**config.mk**
```make
export PLATFORM = sky130hd
export DESIGN_NAME = beep_play_ctrl
export DESIGN_NICKNAME = d
export VERILOG_FILES = /design/src/rtl/beep_play_ctrl.sv
export SDC_FILE = /design/constraint.sdc
export NUM_CORES = 1
export LEC_CHECK = 0
export CELL_PAD_IN_SITES_DETAIL_PLACEMENT = 1
export CELL_PAD_IN_SITES_GLOBAL_PLACEMENT = 2
export CORE_MARGIN = 2
export CORE_UTILIZATION = 43
export CTS_CLUSTER_DIAMETER = 120
export CTS_CLUSTER_SIZE = 24
export DETAILED_ROUTE_END_ITERATION = 10
export PLACE_DENSITY_LB_ADDON = 0.08
export RECOVER_POWER = 100
export SLEW_MARGIN = 30
export SYNTH_ARGS = -nofsm -noshare
export SYNTH_HDL_FRONTEND = slang
export SYNTH_SLANG_ARGS = --single-unit
export TNS_END_PERCENT = 20
```
**constraint.sdc**
```tcl
create_clock -name clk -period 6.3 [get_ports clk]
set_input_delay 0.945 -clock clk [delete_from_list [all_inputs] [get_ports clk]]
set_output_delay 0.945 -clock clk [all_outputs]
set_load 0.005 [all_outputs]
```
**src/rtl/beep_play_ctrl.sv**
```systemverilog
// Play/pause/idle controller for the melody buzzer stage: debounced keys, loop mode,
// and a note-position mirror that only advances on enabled cycles.
module beep_play_ctrl #(
  parameter int unsigned DEBOUNCE_CNT = 1_000_000,
  parameter int unsigned NOTE_TIME    = 15_000_000,
  parameter int unsigned SONG_NOTES   = 48
) (
  input  logic       clk,
  input  logic       rst,
  input  logic       key_play_n,
  input  logic       key_mode_n,
  output logic       en,
  output logic       paused,
  output logic       loop_mode,
  output logic [5:0] note_idx,
  output logic       song_done
);
  localparam int unsigned     DB_W      = (DEBOUNCE_CNT > 1) ? $clog2(DEBOUNCE_CNT) : 1;
  localparam logic [DB_W-1:0] DB_LAST   = DB_W'(DEBOUNCE_CNT - 1);
  localparam logic [23:0]     NOTE_LAST = 24'(NOTE_TIME - 1);
  localparam logic [5:0]      IDX_LAST  = 6'(SONG_NOTES - 1);

  typedef enum logic [1:0] {
    S_IDLE  = 2'd0,
    S_PLAY  = 2'd1,
    S_PAUSE = 2'd2
  } state_e;

  // Bit 0 is the play key, bit 1 the mode key.
  logic [1:0]      sync1_q, sync2_q, db_q, db_prev_q, armed_q, fill_q;
  logic [1:0]      press;
  logic [DB_W-1:0] db_cnt_q [2];

  state_e      state_q, state_d;
  logic        loop_q, loop_d;
  logic [23:0] note_cnt_q, note_cnt_d;
  logic [5:0]  note_idx_q, note_idx_d;
  logic        note_last, song_end;

  always_ff @(posedge clk) begin
    if (rst) begin
      sync1_q   <= '1;
      sync2_q   <= '1;
      db_q      <= '1;
      db_prev_q <= '1;
      armed_q   <= '0;
      fill_q    <= '0;
      for (int unsigned i = 0; i < 2; i++) db_cnt_q[i] <= '0;
    end else begin
      sync1_q   <= {key_mode_n, key_play_n};
      sync2_q   <= sync1_q;
      db_prev_q <= db_q;
      fill_q    <= {fill_q[0], 1'b1};
      // A key only arms once a real released sample has passed the synchronizer,
      // so a key held through reset cannot fire until it is released and re-pressed.
      armed_q   <= armed_q | ({2{fill_q[1]}} & sync2_q);
      for (int unsigned i = 0; i < 2; i++) begin
        if (sync2_q[i] == db_q[i]) begin
          db_cnt_q[i] <= '0;
        end else if (db_cnt_q[i] == DB_LAST) begin
          db_q[i]     <= sync2_q[i];
          db_cnt_q[i] <= '0;
        end else begin
          db_cnt_q[i] <= db_cnt_q[i] + 1'b1;
        end
      end
    end
  end

  always_ff @(posedge clk) begin
    if (rst) begin
      state_q    <= S_IDLE;
      loop_q     <= 1'b0;
      note_cnt_q <= '0;
      note_idx_q <= '0;
    end else begin
      state_q    <= state_d;
      loop_q     <= loop_d;
      note_cnt_q <= note_cnt_d;
      note_idx_q <= note_idx_d;
    end
  end

  always_comb begin
    press      = db_prev_q & ~db_q & armed_q;
    state_d    = state_q;
    loop_d     = loop_q ^ press[1];
    note_cnt_d = note_cnt_q;
    note_idx_d = note_idx_q;
    en         = (state_q == S_PLAY);
    paused     = (state_q == S_PAUSE);
    note_last  = (note_cnt_q == NOTE_LAST);
    song_end   = en & note_last & (note_idx_q == IDX_LAST);
    song_done  = song_end;
    loop_mode  = loop_q;
    note_idx   = note_idx_q;

    if (en) begin
      if (note_last) begin
        note_cnt_d = '0;
        note_idx_d = (note_idx_q == IDX_LAST) ? '0 : note_idx_q + 6'd1;
      end else begin
        note_cnt_d = note_cnt_q + 24'd1;
      end
    end

    // Song end decides with the pre-toggle loop mode.
    unique case (state_q)
      S_IDLE:  if (press[0]) state_d = S_PLAY;
      S_PLAY: begin
        if (song_end)      state_d = !loop_q ? S_IDLE : (press[0] ? S_PAUSE : S_PLAY);
        else if (press[0]) state_d = S_PAUSE;
      end
      S_PAUSE: if (press[0]) state_d = S_PLAY;
      default: state_d = S_IDLE;
    endcase
  end
endmodule

```
placement.png
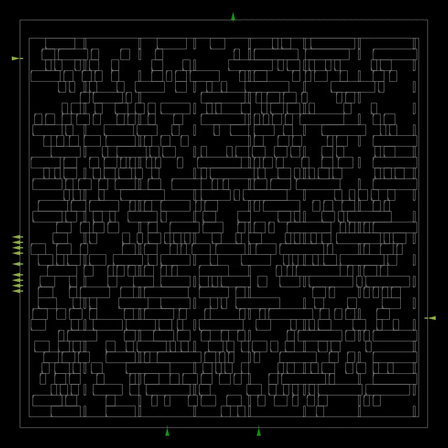
Util after Layout: 0.5113
fillers: 1,084
Flops: 85

cell_density.png
10 x 10 tiles, from white (low) to dark blue (high), 0 to 100% covered.
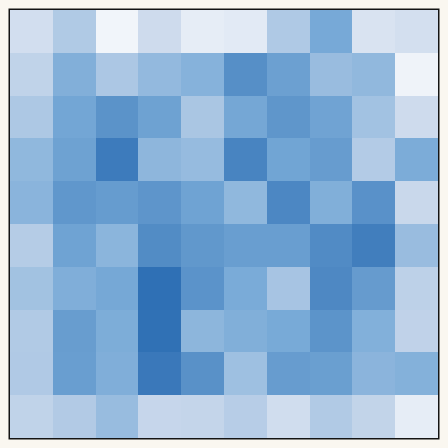
- densest ninth of the die: centre
- mean over tiles: 44%
- fullest tile: 74%

==> flow_metrics.py <==
# Auto-generated metrics
metrics = {
    "status": {
        "status": "complete, but fails checks",
        "violations": "max-capacitance violations, max-slew violations",
    },
    "floorplanning": {
        "die_h_um": 102.5,
        "die_w_um": 102.5,
        "die_area_um2": 10510,
        "row_count": 35,
        "pin_count": 14,
        "core_um2": 9328,
        "initCoreUtil": 0.4472,
    },
    "timing": {
        "drv_slew": 41,
        "max_freq_mhz": 248.4,
        "grt_setup_unrepaired": "false",
        "worst_slew_pin_slew_ns": 2.656,
        "fin_skew_ns": 0.01263,
        "max_slew_margin": -0.7892,
        "tns_ns": 0,
        "min_period_ns": 4.025,
        "hold_viol": 0,
        "setup_viol": 0,
        "layout_setup_ws_ns": 2.275,
        "period_used_share": 0.6389,
    },
    "synth": {
        "ys_types": 44,
        "avgSynthCellArea_um2": 9.634,
        "syn_inst": 433,
        "synthArstFlopShare": 0,
        "yosys-top-cells-count": "dfxtp_1 (45), nor2_1 (45), edfxtp_1 (40), a21oi_1 (32), nand3_1 (26)",
        "ys_seq_frac": 0.5039,
        "syn_area_um2": 4172,
        "ys_ff": 85,
        "ys_cells": 433,
        "largest_area_cell": "edfxtp_1",
        "yosys_most_used_dff": "dfxtp_1",
        "synth-edff-count": 40,
        "synth.top_cell.area_share": 0.2879,
        "synth_warnings": 0,
        "yosysChipArea_um2": 4172,
        "topCellsByArea": "edfxtp_1 (29%), dfxtp_1 (22%), xor2_1 (4.6%)",
    },
    "route": {
        "antenna_left": 0,
        "avgRoutedWirePerCell_um": 14.83,
        "dr.first_iter.drc_count": 87,
        "routed_wl_mm": 9.106,
        "drc": 0,
        "routed_via_density": 5.394,
        "drt-pass1-iter-count": 4,
        "vias": 3312,
    },
    "final_layout": {
        "diodes": 0,
        "nNetsFinal": 488,
        "syn2layout_area_growth_pct": 14.34,
        "drive_above_1_share": 0.04948,
    },
    "global_routing": {
        "antenna_found_initial": 0,
        "grt_max_degree": 26,
        "grtUsageTotal": 0.1860,
        "grt_pass1_vias": 3323,
        "grt_pass1_wl_mm": 15.61,
        "gr-total-overflow": 0,
    },
    "worst_setup_path": {
        "endpoint_kind": "register",
        "path_class": "register to register",
        "path_max_fanout": 24,
        "cp_data_arrival_time_ns": 4.13,
        "startpoint_type": "register",
        "crit_required_ns": 6.41,
    },
    "run": {
        "maxCapViolCount": 2,
        "warnings": 26,
    },
    "clocking": {
        "hold_buffers": 0,
        "clockRootBuffer": "clkbuf_8",
        "cts_buffers": 9,
        "ctsResizeCount": 0,
        "clock-sinks": 85,
        "cts_max_level": 3,
        "path_clk_slew_ns": 0.08,
        "postCtsSetupBuffers": 0,
        "clk_latency_ns": 0.34,
        "cts_tree": "built",
        "cts.path.max_buffers": 2,
    },
    "placement": {
        "finalWeightedCongestion": 0.8213,
        "dp_hpwl_mm": 6.330,
        "io_buffer_count": 13,
        "dp_worst_setup_slack_ns": 2.989,
    },
    "power_and_ir_drop": {
        "peakVddDrop_mv": 0.1269,
        "p_per_area_nw_per_um2": 229.6,
        "p_leak_nw": 1.591,
    },
    "hold_path": {
        "hp-class": "register to register",
    },
}
sizes.png
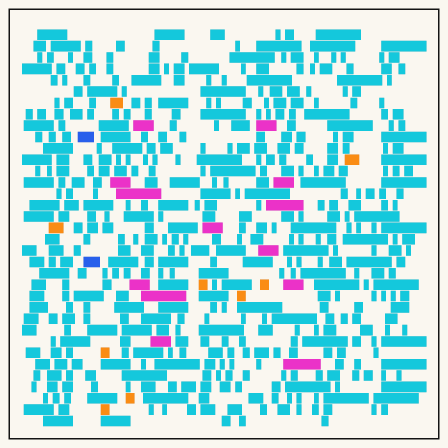
- _0 and _1 cells: cyan (cells 461)
- _6 and larger: magenta (cells 13; most used clkbuf_8)
- _3 and _4 cells: blue (cells 2)
- _2 cells: orange (cells 9; most used or2_2)

io_placement.png
The bar under the picture is 20 µm long. Pins as bars across the die edge, other pins in grey.
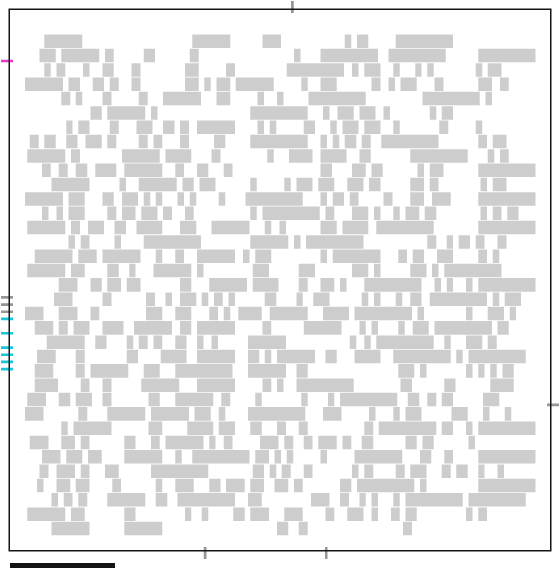
- `note_idx`: cyan (pins 6; direction output; edge left)
- `clk`: magenta (pins 1; direction input; edge left)

cells in the final DEF, fill, tap and decap left out, types with 4 or more instances in the layout:
master         instances
nand4_1               18
o31ai_1                9
xor2_1                22
a21oi_1               32
xnor2_1               13
dlygate4sd3_1         11
ha_1                   4
and2_1                 4
clkbuf_8               9
nand2_1               24
or4_1                 12
nor2_1                45
edfxtp_1              40
or3_1                 21
dfxtp_1               45
o21ai_0               24
nor4_1                 4
or2_2                  6
conb_1                40
mux2i_1                5
inv_1                 11
and3_1                 8
o211ai_1               5
nor3_1                11
nand3_1               26
state kept, by name, indices dropped and copies added, names as in the netlist:
name	cells
armed_q	2
db_cnt_q	40
db_prev_q	2
db_q	2
fill_q	2
loop_mode	1
note_cnt_q	24
note_idx	6
state_q	2
sync1_q	2
sync2_q	2
critical path, stage by stage, from the launching register on:
cell and delay (ns):
dfxtp_1 0.38, nand4b_1 0.36, or4_1 0.83, o21ai_0 2.06
nor2_1 0.17
logic make-up after synthesis:
logic type | after synthesis | share of synthesized area
other | 1 | 0.0008990
muxes | 5 | 0.01200
xor gates and xnor gates | 35 | 0.07348
AOI/OAI and AO/OA | 75 | 0.1041
adders and majority gates | 4 | 0.01200
buffers and inverters | 28 | 0.03029
DFF | 85 | 0.5039
and+or+nand+nor | 200 | 0.2634
routing by layer:
layer | wire length (µm) | global-route usage | up-vias
met3 | 171 | 0.02915 | 8
met2 | 4427 | 0.3157 | 30
met5 | 0 | 0 | -
met4 | 85 | 0.05538 | 0
li1 | - | - | 1651
met1 | 4422 | 0.2458 | 1623
stage by stage:
step | hold slack, ns | total power (W) | utilization | std cells | cell area (µm²)
5_1_grt | 0.4568 | 0.001138 | 0.5113 | 614 | 4770
2_1_floorplan | 0.3895 | 0.0006366 | - | 472 | 4318
6_report | 0.4246 | 0.001095 | 0.5113 | 614 | 4770
3_3_place_gp | 0.4009 | 0.0006462 | 0.4858 | 598 | 4532
3_5_place_dp | 0.4080 | 0.0006486 | 0.4871 | 598 | 4543
4_1_cts | 0.4269 | 0.001111 | 0.5133 | 614 | 4788
area by class of cell:
type | count | area [µm²] | share of cell area
repair buffers | 14 | 133.9 | 0.02807
well taps | 129 | 161.4 | 0.03384
clock buffers | 13 | 181.4 | 0.03804
clock inverters | 3 | 63.81 | 0.01338
flip-flops and latches | 85 | 2102 | 0.4407
inverters | 11 | 41.29 | 0.008657
multi-input cells | 359 | 2086 | 0.4373
power by group:
part,switching (W),internal [W]
combinational,0.0000213,0.0000111
clock,0.000189,0.000271
sequential,0.0000126,0.000591
path summary, 6_finish.rpt:
check / start / end / slack (ns) / depth (start not counted)
max: state_q[0] / note_cnt_q[4] / 2.27 / 4
min reg2reg: sync1_q[1] / sync2_q[1] / 0.42 / 1
max reg2reg: state_q[0] / note_cnt_q[4] / 2.27 / 4
min: sync1_q[1] / sync2_q[1] / 0.42 / 1
Power is estimated from default activity; no workload was simulated.
